Figure 1. The metal 1 layer (run 1).
Scale: 4 px per um. Supply wires on this layer in grey.
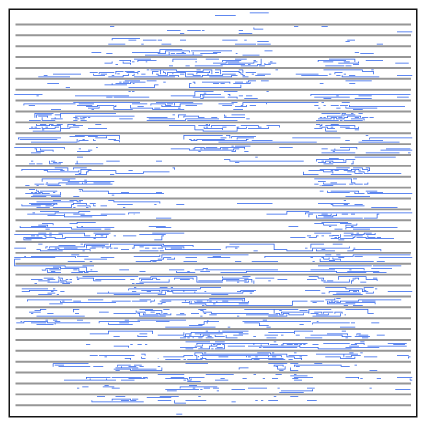
Figure 2. The metal 2 layer (run 1).
Scale: 3 px per um. Cells faint in the background.
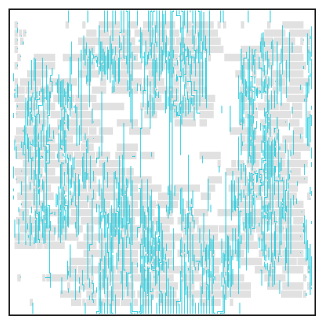
Figure 3. The metal 3 layer (run 1).
Scale: 4 px per um.
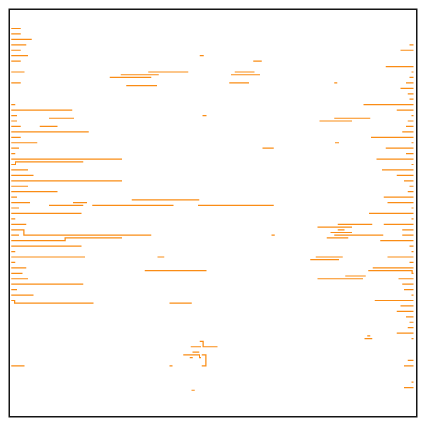
Design mshr_replay_issuer, sky130hd; sources not shown.
==> metrics.cfg, run 1 <==
[layout]
fin_nets=589
seq_area_sq_um=1450
largest_reg_flops=40
fill_cells=661
postLayoutCellArea_sq_um=6390
nonClockInverterCount=1
areaGrowthSynthToFinish_pct=79.3
drive_gt1_frac=0.382
final_cells=650
flops=72
seq_share=0.227
area_share_clock_buf_inv=0.0344
n_all_buffers=179
finish.utilization=0.679

[floorplan]
io_pins=182
die-area_sq_um=10300
rows=35
die_h_um=102
chipWidth_um=102
core_area_sq_um=9420
tap-cell-count=129

[routing]
dr.max_layer_used=met4
routed-wl-met2_mm=5.98
postRouteAntennaNets=0
drt-pass1-iter-count=4
vias_per_cell=5.55
drc=0
wl_met3_um=821
met1_length_mm=4.37

[critical_path]
cp.depth=3
reg2reg_slack_ps=-30
arrival_ps=1340
crit_slowest_cell=or3b_4
crit_path_start_kind=flip-flop
rr_worst_depth=5
critPathMaxFanout=2
end_kind=primary output
critPathBufInv=1
cp_cell_sequence=or3b_4 > nor2_4 > buf_12
worst-setup-path-type=reg -> out
required_ps=1210
path_delay_family=simple AND/OR/NAND/NOR gates

[clocking]
cts.repair.resized=14
clkLatencyLatePin_ps=330
cts_setup_buffers=1
holdBufCountCts=0
clk_pin_slew_ps=80
root_buffer=clkbuf_8
cts_sinks=72
numCtsBuffers=9
cts_tree=done

[pwr]
pg_seq_w=0.00180
p_leak_nw=2.18
peakVddDrop_mv=0.375
powerComb_w=0.00113
power.total_w=0.00442
pwr-share-comb=0.255
p_int_w=0.00304
pwr.group.clock_w=0.00150

[sta]
fin_crit_sh=1.08
fmax_mhz=546
setup_viol=6
period_needed_ps=1830
final.setup.tns_ps=-276
maxSlewViolCount=0
hold_violations=0
setup_slack_ps=-132

[logic_synthesis]
top_cell=dfxtp_1
synth_top_cell_by_area=dfxtp_1
logic_family=AND-OR/OR-AND gates
common_cells=dfxtp_1 (72), a21oi_1 (65), nand4_1 (64)
ys_async_sr_fraction=0
ys_sh_aoi=0.285
netlist_instances=382
yosys.area_share.simple=0.149
avgSynthCellArea_sq_um=9.33
synthTopCellsByArea=dfxtp_1 (40%), o31ai_2 (13%), nand4_1 (11%)
netlist.area_leader.share=0.404
yosys.cell_types.count=27
syn_area_sq_um=3570
ys_sh_mux=0.0112
ys_cells=382
ys_sh_adder=0
edf_count=0
ys_seq_frac=0.404
xor_share=0

[run_status]
failed_checks=negative setup slack
status=finished, violations left

[global_route]
grt-ovfl-total=0
grt_pass1_wl_mm=17.4
grt_usage=0.214
busiest_layer=met2
grt_max_degree=49
antenna_found_initial=0
grt_pass1_vias=3531

[place]
dp_hpwl_mm=7.84
portBuffers=149
place_inst=633
placed_area_sq_um=6000
gp_congestion=0.766

[min_path]
hp-class=in -> reg
hold_depth=3

[run]
maxCapViolCount=0
tool_warnings=29

About Figure 1:
475 nets have wire on it. The wires run mostly horizontal. The longest straight run is 26.7 um. The layer holds 39% of the routed length.
met1 Use GR: 0.239
Total Wirelength: 11.3 mm
vias: 3,606

About Figure 2:
The wires run mostly vertical. 545 nets have wire on it. The layer holds 53% of the routed length.
met2 Use GR: 0.386

About Figure 3:
The wires run mostly horizontal. The longest straight run is 31.7 um. 134 nets have wire on it. The layer carries 821 um of wire.
met3 GRT Util: 0.0600

Figure 4. Placement view (run 1).
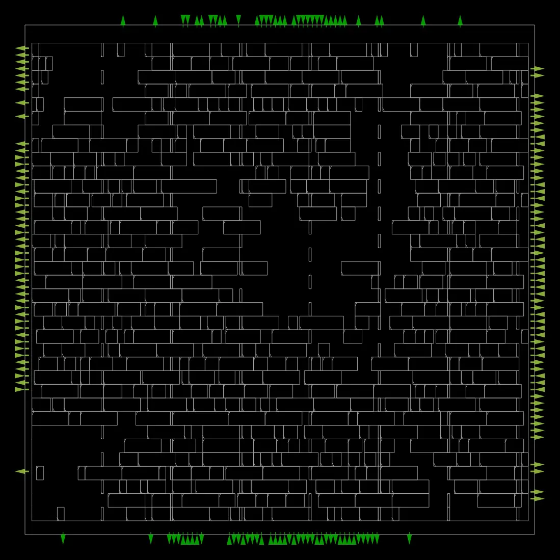

--- run 2 (diff from run 1) ---
Settings changed: GPL_TIMING_DRIVEN set to 0.
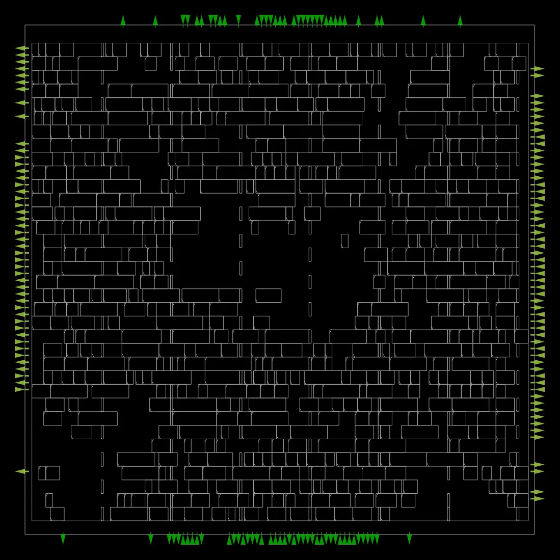
Figure 5: run 2, placement view.
register share of the cell area: 0.248
Layout Utilization: 0.622
Tap Cells: 129

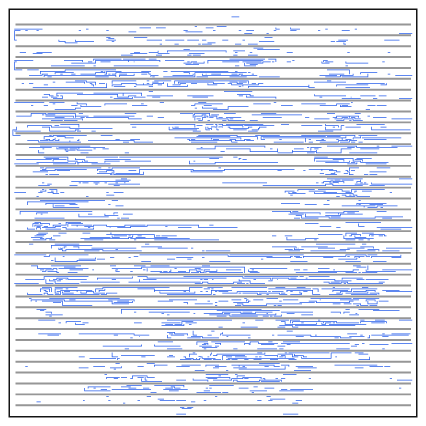
Figure 6: run 2, the metal 1 layer.
Scale: 4 px per um. Supply wires on this layer in grey.
566 nets have wire on it. The layer carries 4,900 um of wire. The longest straight run is 35.0 um.
met1 Use GR: 0.274
Total Wirelength: 12.1 mm
vias: 3,811

==> run 2 against run 1 <==
  * Worst hold slack better by 31 ps
  * Register-to-register slack worse by 200 ps
  * Total power is 9.9% lower
  * Via count is 5.7% higher
  * Fmax is 8.5% lower
  * Non-clock buffer count is 66 higher
  * The run still ends with negative setup slack left
  * Largest power group unchanged
  * Highest routed layer unchanged
  * Critical endpoint unchanged
  * Critical path type unchanged
==> metrics.cfg, run 2 <==
[critical_path]
critPathMaxFanout=3  ; was 2
path_delay_family=simple AND/OR/NAND/NOR gates  ; unchanged
rr_worst_depth=7  ; was 5
end_kind=primary output  ; unchanged
cp_cell_sequence=or3b_4 > buf_12 > nor2_4 > buf_8  ; was or3b_4 > nor2_4 > buf_12
cp.depth=4  ; was 3
crit_slowest_cell=or3b_4  ; unchanged
arrival_ps=1510  ; was 1340 ps
reg2reg_slack_ps=-230  ; was -30 ps
worst-setup-path-type=reg -> out  ; unchanged
crit_path_start_kind=flip-flop  ; unchanged
critPathBufInv=2  ; was 1
required_ps=1210  ; about the same

[clocking]
numCtsBuffers=9  ; unchanged
clk_pin_slew_ps=70  ; was 80 ps
cts_setup_buffers=6  ; was 1
cts.repair.resized=231  ; was 14
cts_sinks=72  ; unchanged
cts_tree=done  ; unchanged
cts.path.max_buffers=2  ; unchanged
root_buffer=clkbuf_8  ; unchanged
clkLatencyLatePin_ps=330  ; about the same
holdBufCountCts=0  ; unchanged

[layout]
final_cells=712  ; was 650
antennaDiodeCount=0  ; unchanged
clock_buffers=10  ; was 9
area_share_clock_buf_inv=0.0252  ; was 0.0344
n_all_buffers=245  ; was 179
flops=72  ; unchanged
combGateArea_sq_um=1970  ; was 1920 sq um
fill_cells=786  ; was 661
layout_top_cells=clkdlybuf4s50_1 (69), dfxtp_1 (68), nand4_1 (64)  ; was buf_12 (90), clkdlybuf4s50_1 (69), dfxtp_1 (68)
fin_nets=655  ; was 589
largest_reg_flops=40  ; unchanged
postLayoutCellArea_sq_um=5850  ; was 6390 sq um
largest_class=non-clock buffers  ; unchanged
nonClockInverterCount=1  ; unchanged
drive_gt1_frac=0.372  ; was 0.382
areaGrowthSynthToFinish_pct=64.2  ; was 79.3%
seq_area_sq_um=1450  ; about the same

[floorplan]
core_area_sq_um=9420  ; unchanged
io_pins=182  ; unchanged
chipWidth_um=102  ; unchanged
rows=35  ; unchanged
die-area_sq_um=10300  ; unchanged
die_h_um=102  ; unchanged

[place]
gp_congestion=0.793  ; was 0.766
place_worst_setup_slack_ps=-1540  ; was -376 ps
place_inst=690  ; was 633
placed_area_sq_um=5360  ; was 6000 sq um
portBuffers=148  ; was 149
dp_hpwl_mm=8.38  ; was 7.84 mm

[min_path]
hold_depth=3  ; unchanged
hp-class=in -> reg  ; unchanged

[global_route]
grt_pass1_wl_mm=18.1  ; was 17.4 mm
use_met3=0.0573  ; was 0.0600
gr-usage-met2=0.389  ; was 0.386
grt_usage=0.222  ; was 0.214
antenna_found_initial=0  ; unchanged
grt_pass1_vias=3661  ; was 3,531
grt-ovfl-total=0  ; unchanged
busiest_layer=met2  ; unchanged
grt_max_degree=11  ; was 49

[sta]
rsz0062_at_grt=true  ; unchanged
whs_ps=302  ; was 270 ps
setup_viol=50  ; was 6
tightest_slew_ps=1110
fin_crit_sh=1.18  ; was 1.08
fmax_mhz=499  ; was 546 MHz
final.setup.tns_ps=-8580  ; was -276 ps
slew_headroom=0.261
hold_violations=0  ; unchanged
maxSlewViolCount=0  ; unchanged
period_needed_ps=2000  ; was 1830 ps
setup_slack_ps=-303  ; was -132 ps

[logic_synthesis]
synth_top_cell_by_area=dfxtp_1  ; unchanged
netlist_instances=382  ; unchanged
ys_sh_aoi=0.285  ; unchanged
syn_area_sq_um=3570  ; unchanged
top_cell=dfxtp_1  ; unchanged
avgSynthCellArea_sq_um=9.33  ; unchanged
ys_cells=382  ; unchanged
edf_count=0  ; unchanged
yosys.cell_types.count=27  ; unchanged
yosys.area_share.simple=0.149  ; unchanged
logic_family=AND-OR/OR-AND gates  ; unchanged
xor_share=0  ; unchanged
numSynthFlops=72  ; unchanged
common_cells=dfxtp_1 (72), a21oi_1 (65), nand4_1 (64)  ; unchanged
netlist.area_leader.share=0.404  ; unchanged
ys_sh_mux=0.0112  ; unchanged
synthTopCellsByArea=dfxtp_1 (40%), o31ai_2 (13%), nand4_1 (11%)  ; unchanged
ys_async_sr_fraction=0  ; unchanged
ys_seq_frac=0.404  ; unchanged
ys_sh_adder=0  ; unchanged

[routing]
drt-pass1-iter-count=4  ; unchanged
vias_per_cell=5.35  ; was 5.55
met1_length_mm=4.90  ; was 4.37 mm
dr.max_layer_used=met4  ; unchanged
drc=0  ; unchanged
postRouteAntennaNets=0  ; unchanged
wl_met3_mm=1.00  ; was 821 um
routed-wl-met2_mm=6.10  ; was 5.98 mm
drt_iter0_drc=192  ; was 286

[run]
tool_warnings=29  ; unchanged
maxCapViolCount=0  ; unchanged

[pwr]
pwr-share-comb=0.274  ; was 0.255
peakVddDrop_mv=0.392  ; was 0.375 mV
p_leak_nw=2.12  ; was 2.18 nW
powerComb_w=0.00109  ; was 0.00113 W
power_frac_seq=0.445  ; was 0.406
pwr.group.clock_w=0.00112  ; was 0.00150 W
p_int_w=0.00268  ; was 0.00304 W
power.total_w=0.00399  ; was 0.00442 W
pg_seq_w=0.00177  ; was 0.00180 W

[run_status]
status=finished, violations left  ; unchanged
failed_checks=negative setup slack  ; unchanged

Power figures rest on the tool's default switching activity, not on a simulated workload.
